### Wires at chosen ports, followed through buffers

Scale bar: 10 µm.
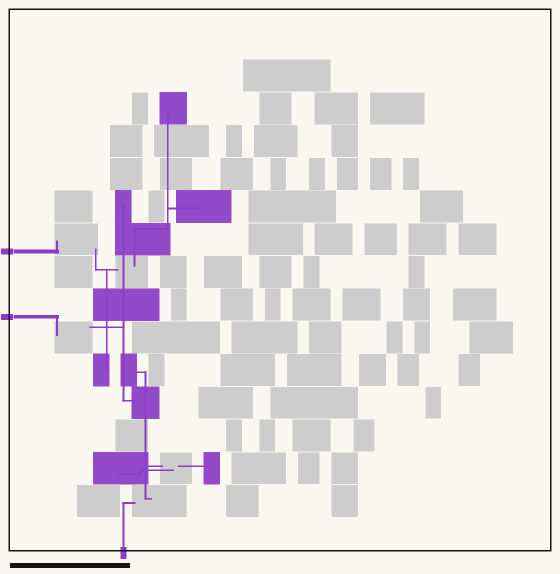
### Cells colored by class

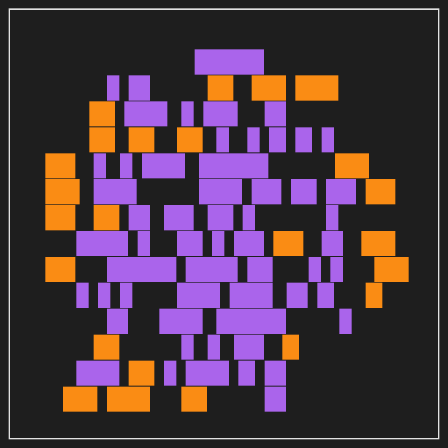
### Congestion heat map

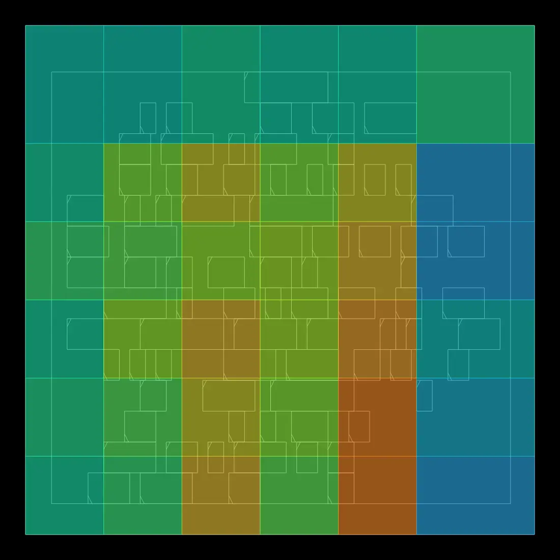
### Cells by drive strength

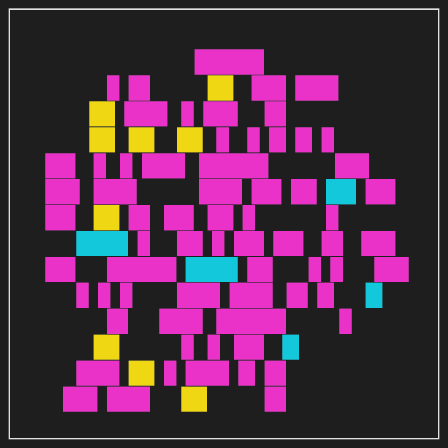
===== src/rtl/calc_pkg.sv =====
// Shared types and widths for the calculator checker.
// Imported by calc_golden and calc_checker.
package calc_pkg;

  localparam int N_W   = 3;
  localparam int OPT_W = 2;
  localparam int RES_W = 7;
  localparam int CNT_W = 8;
  localparam int SET_W = 4;

  localparam logic [CNT_W-1:0] CNT_MAX = '1;

  typedef enum logic [OPT_W-1:0] {
    OPT_ADD  = 2'b00,
    OPT_SUB  = 2'b01,
    OPT_MUL  = 2'b10,
    OPT_RSVD = 2'b11
  } opt_e;

  typedef enum logic [1:0] {
    ST_IDLE,
    ST_WAIT,
    ST_REPORT,
    ST_DONE
  } state_e;

  // Counters stick at full scale instead of wrapping.
  function automatic logic [CNT_W-1:0] sat_inc(input logic [CNT_W-1:0] v);
    return (v == CNT_MAX) ? v : v + CNT_W'(1);
  endfunction

endpackage


===== src/rtl/calc_golden.sv =====
// Combinational golden model of the calculator core.
// All results are truncated to RES_W bits.
module calc_golden
  import calc_pkg::*;
(
  input  logic [N_W-1:0]   n0,
  input  logic [N_W-1:0]   n1,
  input  logic [OPT_W-1:0] opt,
  output logic [RES_W-1:0] result
);

  always_comb begin
    result = '0;
    case (opt)
      OPT_ADD: result = RES_W'(n0) + RES_W'(n1);
      OPT_SUB: result = RES_W'(n0) - RES_W'(n1);
      OPT_MUL: result = RES_W'(n0) * RES_W'(n1);
      default: result = '0;
    endcase
  end

endmodule


===== config.mk =====
export PLATFORM = sky130hd
export DESIGN_NAME = calc_golden
export DESIGN_NICKNAME = d
export VERILOG_FILES = /design/src/rtl/calc_pkg.sv /design/src/rtl/calc_golden.sv
export SDC_FILE = /design/constraint.sdc
export NUM_CORES = 1
export LEC_CHECK = 0
export CAP_MARGIN = 20
export CELL_PAD_IN_SITES_DETAIL_PLACEMENT = 1
export CELL_PAD_IN_SITES_GLOBAL_PLACEMENT = 2
export CORE_MARGIN = 2
export CORE_UTILIZATION = 27
export DETAILED_ROUTE_END_ITERATION = 8
export PLACE_DENSITY = 0.89
export SLEW_MARGIN = 0
export SYNTH_ARGS = -nofsm -noshare
export SYNTH_HDL_FRONTEND = slang
export SYNTH_SLANG_ARGS = --single-unit

===== constraint.sdc =====
create_clock -name vclk -period 3.7
set_input_delay 0.74 -clock vclk [all_inputs]
set_output_delay 0.74 -clock vclk [all_outputs]
set_load 0.01 [all_outputs]

==> flow_summary.ini <==
; synthesis and place-and-route metrics
[outcome]
run_status = completed

[critical_path]
cp_common_cell = sky130_fd_sc_hd__fa_1
critical_path_arrival_ns = 2.83
timing.critical_path.slowest_stage_cell = sky130_fd_sc_hd__clkdlybuf4s50_1
timing.critical_path.fanout_max = 2
cp_endpoint_kind = output port
worst-setup-path-type = in2out
worstSetupStartpointType = input pin
crit_path_max_incr_delay_ns = 0.48
worst_ep_required_time_ns = 2.96

[pwr]
power_density_nw_per_um2 = 120
power.clock.fraction_pct = 0
power.combinational.total_uw = 81.1
power.sequential.fraction_pct = 0
worst_ir_drop_vdd_mv = 0.0397
power_of_the_sequential_group_uw = 0
power-top-group = combinational logic
p_clk_uw = 0
combPwrFrac_pct = 100.0
switching_power_uw = 39.0
internal_power_uw = 42.1
power.switching_fraction_pct = 48.1

[yosys]
synth.yosys.num_cells = 58
synth_area_per_cell_um2 = 7.79
synth.net_count = 81
leading_area_contributor_after_synthesis = sky130_fd_sc_hd__ha_1
synth.yosys.chip_area_um2 = 452
top_cell_area_share_pct = 30.5
ys_warn_count = 0
syn_inst = 58
synth-seq-area-share_pct = 0
synth.lib_cells_used.distinct = 23
netlist_top_cells_area = sky130_fd_sc_hd__ha_1 30%, sky130_fd_sc_hd__fa_1 18%, sky130_fd_sc_hd__inv_1 9.1%, sky130_fd_sc_hd__nand2_1 5.0%, sky130_fd_sc_hd__o22ai_1 4.2%

[final_layout]
utilization_pct = 44.0
mostFrequentLayoutCell = sky130_fd_sc_hd__inv_1
register_area_um2 = 0
final_net_count = 106
syn2layout_area_growth_pct = 50.1
fin_area_um2 = 678
num_antenna_cells = 0
design.seq.count = 0
final_layout_top_logic_cells = 11 x sky130_fd_sc_hd__inv_1, 9 x sky130_fd_sc_hd__ha_1, 9 x sky130_fd_sc_hd__buf_4, 6 x sky130_fd_sc_hd__nand2_1, 6 x sky130_fd_sc_hd__clkdlybuf4s50_1

[final_timing]
total_of_endpoints_with_negative_setup_slack_in_the_final_report = 0
layout_min_cycle_time_ns = 3.57
setup_ws_ns = 0.131
max_clock_freq_ghz = 0.280
final-max-slew-violation-count = 0
timing_hold_violations_final = 0
grt_setup_unrepaired = false
finalClockPeriodUsage_pct = 96.5
tightestPinTransition_ns = 0.306
relSlewSlack_pct = 79.3

[route]
wl_per_cell_um = 11.2
drc = 0
detailedRoute.firstIterationViolations = 3
detail_route.first_pass.iterations = 3
dr_total_vias = 481
totalWireLength_mm = 1.09
post_drt_via_cell_ratio = 4.96
final_antenna_net_count = 0

[job]
openroad.warnings = 36
cap_viol_max_count = 0

[hold_path]
whs_endpoint = result[1]
hp-class = in2out
holdPathStages = 7
hold_path_startpoint = n1[1]

[global_route]
track_usage_pct = 12.7
grt_pass1_wl_mm = 1.97
number_of_global_route_vias_before_repair = 462
grt-ovfl-total = 0

[floorplan]
die_area_um2 = 2020
die_height_um = 44.9
fp_util_pct = 29.3
design.core.area_um2 = 1540
row_count = 14
fp.dieW_um = 44.9

[placement]
hpwl_mm = 1.06
routabilityCongestion = 0.725
worst_setup_slack_before_clock_tree_synthesis_ns = -0.532
place_area_um2 = 684

[clock_tree]
holdBufCountCts = 0
About 'Wires at chosen ports, followed through buffers':
- purple: n1 (bits 3; direction input; edge 2 west, 1 south; end cells 10; buffers 5; wire 85.1 µm)
Buffers on Ports: 15
number of placed I/O pins: 15

About 'Cells colored by class':
- orange: remaining buffers and delay cells (cells 24)
- purple: remaining logic cells (cells 57)

About 'Congestion heat map':
met3 track demand over resource: 0.400%
GR Util met2: 26.1%

About 'Cells by drive strength':
- magenta: x1 and smaller (cells 67)
- cyan: x2 (cells 5)
- yellow: x3 and x4 (cells 9)

[worst max-delay path, delay by kind of cell]
family	cells	cell delay, ns
AND/OR/NAND/NOR	1	0.07
adder cells (fa/ha/maj)	3	1.14
buffers and inverters	3	0.68
AND-OR/OR-AND	2	0.20
[synth_stat cells]
| cell type | number |
|---|---|
| sky130_fd_sc_hd__xor2_1 | 1 |
| sky130_fd_sc_hd__and2_1 | 2 |
| sky130_fd_sc_hd__nand2b_1 | 1 |
| sky130_fd_sc_hd__xnor2_1 | 1 |
| sky130_fd_sc_hd__o21ai_2 | 1 |
| sky130_fd_sc_hd__and2b_1 | 1 |
| sky130_fd_sc_hd__o22ai_1 | 3 |
| sky130_fd_sc_hd__nand2_1 | 6 |
| sky130_fd_sc_hd__ha_1 | 11 |
| sky130_fd_sc_hd__fa_1 | 4 |
| sky130_fd_sc_hd__inv_1 | 11 |
| sky130_fd_sc_hd__a21o_1 | 1 |
| sky130_fd_sc_hd__a31oi_1 | 1 |
| sky130_fd_sc_hd__nor2b_1 | 1 |
| sky130_fd_sc_hd__nand3b_1 | 1 |
| sky130_fd_sc_hd__mux2i_1 | 1 |
| sky130_fd_sc_hd__o21ai_0 | 2 |
| sky130_fd_sc_hd__nand4b_1 | 1 |
| sky130_fd_sc_hd__buf_2 | 1 |
| sky130_fd_sc_hd__nor2_1 | 3 |
| sky130_fd_sc_hd__o311ai_1 | 1 |
| sky130_fd_sc_hd__or2b_1 | 1 |
| sky130_fd_sc_hd__a21oi_1 | 2 |
[cell families after synthesis]
| kind of cell | after synthesis | synth area share (%) |
|---|---|---|
| buf+inv | 12 | 10.2 |
| mux | 1 | 2.22 |
| compound gates | 11 | 15.5 |
| simple gates | 17 | 19.9 |
| xor+xnor | 2 | 3.88 |
| fa+ha+maj | 15 | 48.2 |
[timing repair]
item	4_1_cts	5_1_grt
hold endpoints to repair	0	0
cloned	0	0
setup buffers	0	0
pin swaps	1	2
resized	14	3
endpoints found under the setup margin	4	3
[metal layers]
layer / track usage (%) / vias up / share of wire, %
met5: 0 / - / 0
met4: 0 / 0 / 0
met3: 0.400 / 0 / 3.8
met2: 26.1 / 9 / 54
met1: 15.3 / 234 / 42
li1: - / 238 / -
[through the flow]
step                      setup TNS, ns  instances  power (mW)  hold WS [ns]
after floorplan                       0         58      0.0436          1.68
after global placement            -1.09         97      0.0855          2.68
after detailed placement          -1.30         97      0.0883          2.68
after CTS                             0         97      0.0833          2.32
after global routing                  0         97      0.0925          2.40
final                                 0         97      0.0811          2.30
[final cells by class]
class | count | area, µm²
fillers | 211 | 863
multi-input cells | 46 | 410
inverters | 11 | 41.3
well taps | 16 | 20.0
repair buffers | 24 | 206
[worst max path at each step]
| stage | start | to | slack (ns) | depth (start not counted) |
|---|---|---|---|---|
| 2_1_floorplan | n0[1] | result[3] | 0.54 | 8 |
| 3_3_place_gp | n1[1] | result[3] | -0.48 | 10 |
| 3_5_place_dp | n1[1] | result[3] | -0.53 | 10 |
| 4_1_cts | n1[2] | result[3] | 0.007 | 9 |
| 5_1_grt | n0[2] | result[3] | 0.03 | 9 |
| 6_report | n1[0] | result[3] | 0.13 | 9 |
Power is estimated from default activity; no workload was simulated.
